==> config.mk <==
export PLATFORM = sky130hd
export DESIGN_NAME = instr_byte_assembler
export DESIGN_NICKNAME = d
export VERILOG_FILES = /design/src/rtl/cpu_pkg.sv /design/src/rtl/instr_field_decode.sv /design/src/rtl/instr_byte_assembler.sv
export SDC_FILE = /design/constraint.sdc
export NUM_CORES = 1
export LEC_CHECK = 0
export CORE_ASPECT_RATIO = 1.75
export CORE_MARGIN = 2
export CORE_UTILIZATION = 38
export DETAILED_ROUTE_END_ITERATION = 7
export MAX_ROUTING_LAYER = met4
export PLACE_DENSITY = 0.76
export RECOVER_POWER = 100
export SYNTH_ARGS = -nofsm -noshare
export SYNTH_HDL_FRONTEND = slang
export SYNTH_HIERARCHICAL = 1
export SYNTH_SLANG_ARGS = --single-unit
==> constraint.sdc <==
create_clock -name clk -period 1.4 [get_ports clk]
set_input_delay 0.35 -clock clk [delete_from_list [all_inputs] [get_ports clk]]
set_output_delay 0.35 -clock clk [all_outputs]
set_load 0.02 [all_outputs]
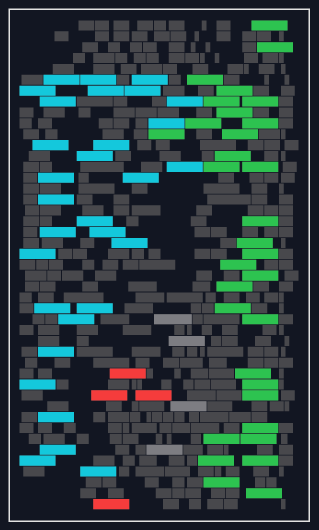
Figure 1: run 1, where the registers sit.
Drawn at 4 px/um.
red -> `wait_q`  # flops 4
green -> `ir`  # flops 32, where a column on the right
cyan -> `base_q`  # flops 30
not coloured = 4
power in sequential cells: 0.00372 W
fraction of standard cell area that is sequential: 31.4%
Finished Core Util: 65.3%
register cell area after layout: 0.00175 mm2

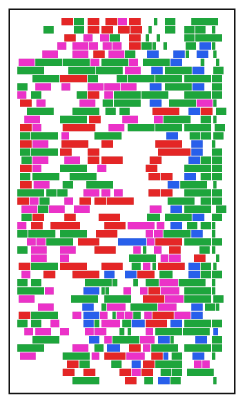
Figure 2: run 1, cell sizes after repair.
Drawn at 3 px/um.
blue -> drive 2  # cells 43
green -> drive 1 or less  # cells 190
red -> drive 6 and up  # cells 75
magenta -> drive 3 to 4  # cells 98
final setup slack of the worst path: -0.367 ns
Design Area, Final: 0.00559 mm2

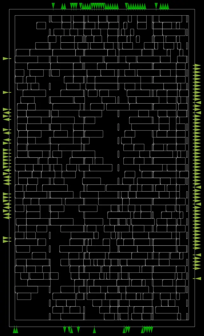
Figure 3: run 1, placement view.
number of cell rows: 45
number of well taps: 117
FFs & Latches: 70
tally of filler cells in the layout: 690

==> impl_results.html, run 1 <==
<h3>Run summary</h3>
<table>
<tr><th>Metric</th><th>Value</th></tr>
<tr><th colspan="2">Place</th></tr>
<tr><td>Number of buffers added on ports</td><td>approximately 140</td></tr>
<tr><td>Setup WS pre-CTS</td><td>-0.478 ns</td></tr>
<tr><td>Global placement routability congestion</td><td>0.754</td></tr>
<tr><th colspan="2">Synth</th></tr>
<tr><td>Distinct lib cells</td><td>29</td></tr>
<tr><td>Average footprint of a synthesized cell</td><td>between 10 and 15 um2</td></tr>
<tr><td>Gate Count Post-Synth</td><td>244</td></tr>
<tr><td>Top cells, area</td><td>dfrtp_1 53%, mux2_2 21%, buf_4 7.5%, and2_1 5.7%, nand3_4 2.1%</td></tr>
<tr><td>Area figure in the yosys stat output</td><td>0.00332 mm2</td></tr>
<tr><td>Most frequently used cell type in the post-synthesis netlist</td><td>dfrtp_1</td></tr>
<tr><td>XOR Share, Synth</td><td>less than 1%</td></tr>
<tr><td>Area leader, netlist</td><td>dfrtp_1</td></tr>
<tr><td>Register share after synthesis</td><td>52.8%</td></tr>
<tr><td>Tally of yosys warning messages</td><td>6</td></tr>
<tr><th colspan="2">Floorplanning</th></tr>
<tr><td>Chip height</td><td>128 um</td></tr>
<tr><td>Core Region</td><td>approximately 0.0086 mm2</td></tr>
<tr><td>Top Ports</td><td>144</td></tr>
<tr><th colspan="2">Timing</th></tr>
<tr><td>Max Clock Freq</td><td>566 MHz</td></tr>
<tr><td>Transition time of the tightest slew-check pin</td><td>0.970 ns</td></tr>
<tr><td>Final setup slack of the worst path</td><td>-0.367 ns</td></tr>
<tr><td>Final tally of setup violations</td><td>roughly 100</td></tr>
<tr><td>Final Slew Violations</td><td>0</td></tr>
<tr><td>Normalized max-slew margin</td><td>35.3%</td></tr>
<tr><th colspan="2">Detailed routing</th></tr>
<tr><td>Count of unresolved DRC violations after routing</td><td>0</td></tr>
<tr><td>Starting DRT DRC Count</td><td>77</td></tr>
<tr><td>Wire length on met1</td><td>3110 um</td></tr>
<tr><td>Number of optimization iterations in the first detailed-route pass</td><td>4</td></tr>
<tr><td>Met3 wire len</td><td>476 um</td></tr>
<tr><th colspan="2">Flow run</th></tr>
<tr><td>Max-Cap Viols</td><td>0</td></tr>
<tr><th colspan="2">Status</th></tr>
<tr><td>Result of the run</td><td>complete, but fails checks</td></tr>
<tr><td>Failing checks</td><td>negative setup slack</td></tr>
<tr><th colspan="2">Finish</th></tr>
<tr><td>Number of flip-flops under the largest register name</td><td>32</td></tr>
<tr><td>Layout overhead on the synthesized area</td><td>68.5%</td></tr>
<tr><td>Number of nets at the end of the flow</td><td>450</td></tr>
<tr><td>Non-Filler Instances</td><td>523</td></tr>
<tr><th colspan="2">CTS</th></tr>
<tr><td>Num CTS Buffers</td><td>9</td></tr>
<tr><td>Number of buffers between clock root and the deepest sink</td><td>2</td></tr>
<tr><td>Source-to-sink clock delay at the later pin of the worst-skew pair</td><td>0.33 ns</td></tr>
<tr><th colspan="2">Worst setup path</th></tr>
<tr><td>Critical path capture point type</td><td>primary output</td></tr>
<tr><td>Critical path startpoint category</td><td>flop</td></tr>
<tr><td>Slowest stage delay, CP</td><td>about 0.37 ns</td></tr>
<tr><td>Max Fanout on Critical Path</td><td>5</td></tr>
</table>
[run 1: cells in the final DEF (no fill, tap or decap), types with 2 or more instances in the layout]
| master | instances |
|---|---|
| dfrtp_1 | 69 |
| buf_6 | 48 |
| clkdlybuf4s50_1 | 39 |
| clkdlybuf4s15_1 | 36 |
| mux2_4 | 32 |
| mux2_2 | 32 |
| and2_4 | 31 |
| clkbuf_1 | 27 |
| buf_4 | 17 |
| buf_12 | 10 |
| clkbuf_16 | 9 |
| nand3_4 | 5 |
| inv_1 | 3 |
| nor2_4 | 3 |
| o21ai_0 | 3 |
| ha_1 | 3 |
| clkinv_4 | 3 |
| inv_8 | 3 |
| a22o_1 | 2 |
| a22o_4 | 2 |
| nand2_1 | 2 |
| a22o_2 | 2 |
| bufinv_16 | 2 |
| clkbuf_4 | 2 |
[run 1: metal layers]
layer  vias to the layer above  global-route usage (%)
li1                       1120                       -
met1                      1218                    19.2
met2                       110                    34.1
met3                         9                    4.26
met4                         0                    6.20
met5                         -                       -
[run 1: worst max-delay path, delay by kind of cell (launching register included)]
family | cells | cell delay [ns]
buffers and inverters | 3 | 0.42
flip-flops | 1 | 0.37
AND/OR/NAND/NOR | 2 | 0.29
[run 1: power by group]
group	switching, W	internal, W	leakage [nW]
clock network	0.000859	0.00156	0.156
logic	0.00483	0.00567	1.60
registers	0.000678	0.00304	0.837
total	0.00637	0.0103	2.60
[run 1: area by class of cell]
cell class	instances	area, um2	area share, %
repair buffers	182	1780	31.8
well taps	117	146	2.62
clock inverters	7	98.8	1.77
repair inverters	3	33.8	0.604
inverters	4	27.5	0.492
flip-flops and latches	70	1750	31.4
multi-input cells	131	1530	27.4
clock buffers	9	225	4.03
[run 1: timing repair]
action	CTS	global route
cloned	6	0
buffers inserted	13	11
gates resized	367	108
setup endpoints to repair	164	157
pin swaps	15	6
Figure 4. Floorplan with the power grid (run 1).
Drawn at 4 px/um. Pins as bars on the die edge.
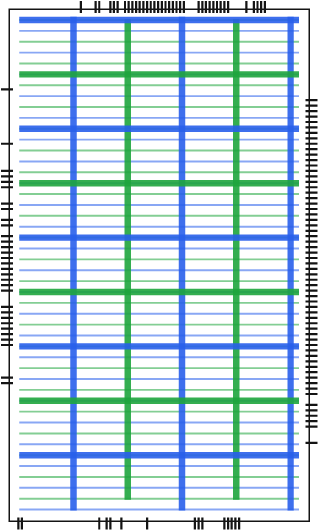

==> run 2: changes to the inputs <==
SYNTH_HIERARCHICAL = default   (was 1)
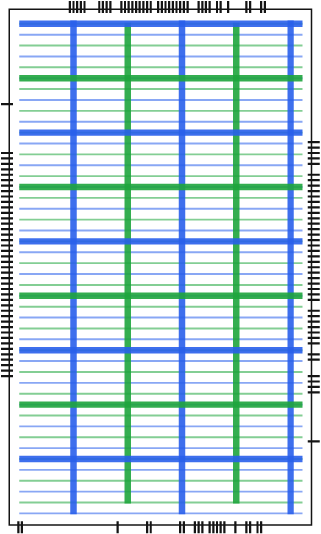
Figure 5: run 2, floorplan with the power grid.
Drawn at 4 px/um. Pins as bars on the die edge.
green -> VDD
blue -> VSS
signal pins = 144
met4 straps = 5
rows = 45
met5 straps = 9
met1 rails = 46
maximum VDD drop: 1.32 mV
Core Region: 0.00867 mm2
horizontal die dimension: 75.2 um

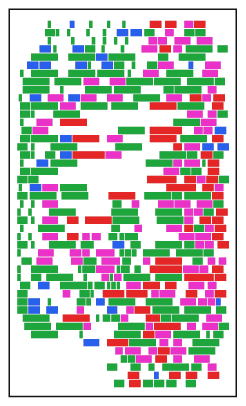
Figure 6: run 2, cell sizes after repair.
Drawn at 3 px/um.
magenta -> drive 3 to 4  # cells 100
green -> drive 1 or less  # cells 204
red -> drive 6 and up  # cells 59
blue -> drive 2  # cells 30
Design Area, Final: 0.00528 mm2
final setup slack of the worst path: -0.347 ns
Non-Clock Buffer Count: 169
layout overhead on the synthesized area: 56.6%

==> impl_results.html, run 2 <==
<h3>Run summary</h3>
<table>
<tr><th>Metric</th><th>Value</th></tr>
<tr><th colspan="2">Synth</th></tr>
<tr><td>Top cells, area</td><td>dfrtp_1 52%, mux2_2 16%, buf_4 7.6%, mux2_4 7.1%, and2_1 5.8%</td></tr>
<tr><td>Gate Count Post-Synth</td><td>247 (+1.2%)</td></tr>
<tr><td>Distinct lib cells</td><td>30 (+3.4%)</td></tr>
<tr><td>Most frequently used cell type in the post-synthesis netlist</td><td>dfrtp_1</td></tr>
<tr><td>Area leader, netlist</td><td>dfrtp_1</td></tr>
<tr><td>Total standard cell area after synthesis</td><td>0.00337 mm2</td></tr>
<tr><td>Area figure in the yosys stat output</td><td>0.00337 mm2 (+1.5%)</td></tr>
<tr><td>Tally of yosys warning messages</td><td>0 (-6)</td></tr>
<tr><td>Ranking of synthesized cells by instance count</td><td>70 x dfrtp_1, 47 x mux2_2, 34 x buf_4, 31 x and2_1, 16 x mux2_4</td></tr>
<tr><td>Register share after synthesis</td><td>52.0% (-0.80 points)</td></tr>
<tr><td>Average footprint of a synthesized cell</td><td>13.6 um2 (+0.31%)</td></tr>
<tr><th colspan="2">Worst setup path</th></tr>
<tr><td>Critical path startpoint category</td><td>flop</td></tr>
<tr><td>Critical path capture point type</td><td>primary output</td></tr>
<tr><td>Worst Reg-to-Reg Cells</td><td>5</td></tr>
<tr><td>Max Fanout on Critical Path</td><td>16 (+11)</td></tr>
<tr><th colspan="2">Timing</th></tr>
<tr><td>Transition time of the tightest slew-check pin</td><td>0.543 ns (-0.427 ns)</td></tr>
<tr><td>Max Clock Freq</td><td>572 MHz (+1.1%)</td></tr>
<tr><td>Final tally of setup violations</td><td>104 (+0.97%)</td></tr>
<tr><td>Final setup slack of the worst path</td><td>-0.347 ns (+0.0201 ns)</td></tr>
<tr><td>Final-layout setup total negative slack</td><td>-23.33 ns</td></tr>
<tr><td>Normalized max-slew margin</td><td>63.8% (+28 points)</td></tr>
<tr><td>Final Slew Violations</td><td>0 (unchanged)</td></tr>
<tr><th colspan="2">Finish</th></tr>
<tr><td>Most frequent cells in the layout</td><td>70 x dfrtp_1, 46 x mux2_4, 46 x clkbuf_1</td></tr>
<tr><td>Fraction of final layout cells with drive strength greater than 1</td><td>about half</td></tr>
<tr><td>Number of nets at the end of the flow</td><td>437 (-2.9%)</td></tr>
<tr><td>Tally of filler cells in the layout</td><td>746 (+8.1%)</td></tr>
<tr><td>Area of combinational cells with multiple inputs</td><td>0.00151 mm2 (-1.6%)</td></tr>
<tr><td>Antenna fix cells</td><td>0</td></tr>
<tr><td>Most frequently placed logic cell in the final layout</td><td>dfrtp_1</td></tr>
<tr><td>Number of flip-flops under the largest register name</td><td>32 (unchanged)</td></tr>
<tr><td>Finished Core Util</td><td>60.8% (-4.5 points)</td></tr>
<tr><td>Register cell area after layout</td><td>0.00175 mm2 (about the same)</td></tr>
<tr><th colspan="2">Status</th></tr>
<tr><td>Result of the run</td><td>complete, but fails checks</td></tr>
<tr><td>Failing checks</td><td>negative setup slack</td></tr>
<tr><th colspan="2">CTS</th></tr>
<tr><td>Number of buffers between clock root and the deepest sink</td><td>2 (unchanged)</td></tr>
<tr><td>Source-to-sink clock delay at the later pin of the worst-skew pair</td><td>0.32 ns (about the same)</td></tr>
<tr><td>Num CTS Buffers</td><td>9 (unchanged)</td></tr>
<tr><th colspan="2">Detailed routing</th></tr>
<tr><td>DR vias/cell</td><td>between 4 and 5</td></tr>
<tr><td>Count of unresolved DRC violations after routing</td><td>0 (unchanged)</td></tr>
<tr><td>Starting DRT DRC Count</td><td>83 (+7.8%)</td></tr>
<tr><td>Routed wire length</td><td>8260 um</td></tr>
<tr><td>Number of optimization iterations in the first detailed-route pass</td><td>4 (unchanged)</td></tr>
<tr><th colspan="2">Place</th></tr>
<tr><td>Number of buffers added on ports</td><td>141 (unchanged)</td></tr>
<tr><td>Global placement routability congestion</td><td>0.747 (-1.0%)</td></tr>
<tr><th colspan="2">Global route</th></tr>
<tr><td>Wire length of the first global-routing pass</td><td>12100 um</td></tr>
<tr><th colspan="2">Flow run</th></tr>
<tr><td>Total number of warnings across the stage logs</td><td>34</td></tr>
<tr><td>Max-Cap Viols</td><td>0 (unchanged)</td></tr>
<tr><th colspan="2">Floorplanning</th></tr>
<tr><td>Number of cell rows</td><td>45 (unchanged)</td></tr>
</table>
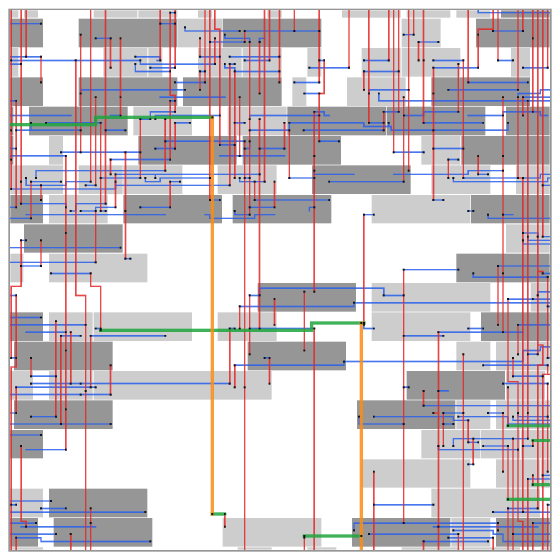
Figure 7: run 2, close-up of the layout.
Region (13, 65) to (63, 115) um. Cells in grey, sequential cells in the stronger grey; small squares are vias.
orange -> met4
green -> met3
blue -> met1
red -> met2
cells with their middle in the window = 79
sequential cells in the window = 29
most frequent = dfrtp_1 (29), mux2_4 (16), clkdlybuf4s50_1 (9)

## run 2: layout make-up
| cell class | count | area share [%] |
|---|---|---|
| flip-flops and latches | 70 | 33.2 |
| multi-input cells | 132 | 28.5 |
| repair buffers | 169 | 28.0 |
| clock buffers | 11 | 4.60 |
| well taps | 117 | 2.78 |
| clock inverters | 5 | 2.02 |
| inverters | 4 | 0.522 |
| repair inverters | 2 | 0.332 |
## run 2: logic make-up after synthesis
| family | after synthesis | share of synthesized area [%] |
|---|---|---|
| flops | 70 | 52.0 |
| mux | 64 | 23.1 |
| simple gates | 49 | 9.77 |
| buf+inv | 45 | 10.1 |
| compound gates | 12 | 2.60 |
| fa+ha+maj | 5 | 1.86 |
| xor+xnor | 2 | 0.520 |
## run 2: repair_timing
action / in CTS / in global routing
hold buffers: 1 / 0
cloned: 3 / 2
gates resized: 333 / 105
setup buffers: 1 / 5
pin swaps: 2 / 0
hold endpoints to repair: 8 / 0
endpoints found under the setup margin: 168 / 150
## run 2: power by group
| group | switching [W] | internal [W] |
|---|---|---|
| clock network | 0.000812 | 0.00179 |
| logic | 0.00444 | 0.00479 |
| registers | 0.000683 | 0.00304 |
## run 2: metal layers
layer / up-vias / GRT usage [%] / share of wire, %
met5: - / - / 0
met4: 0 / 5.26 / 1.2
met3: 7 / 5.17 / 6.7
met2: 94 / 29.4 / 55
met1: 1161 / 18.7 / 38
li1: 1093 / - / -
## run 2: stage by stage
step / setup slack [ns] / cells
final: -0.347 / 510
after global routing: -0.408 / 510
after CTS: -0.387 / 504
after detailed placement: -0.459 / 483
after global placement: -0.424 / 483
after floorplan: -0.00579 / 247
## run 2: worst max-delay path, stage by stage, from the launching register on
cell and delay (ns):
dfrtp_1 0.38, nand2b_4 0.24, inv_6 0.17, and2_4 0.17, buf_6 0.11
No activity file was given, so power comes from the tool's default toggle rates.
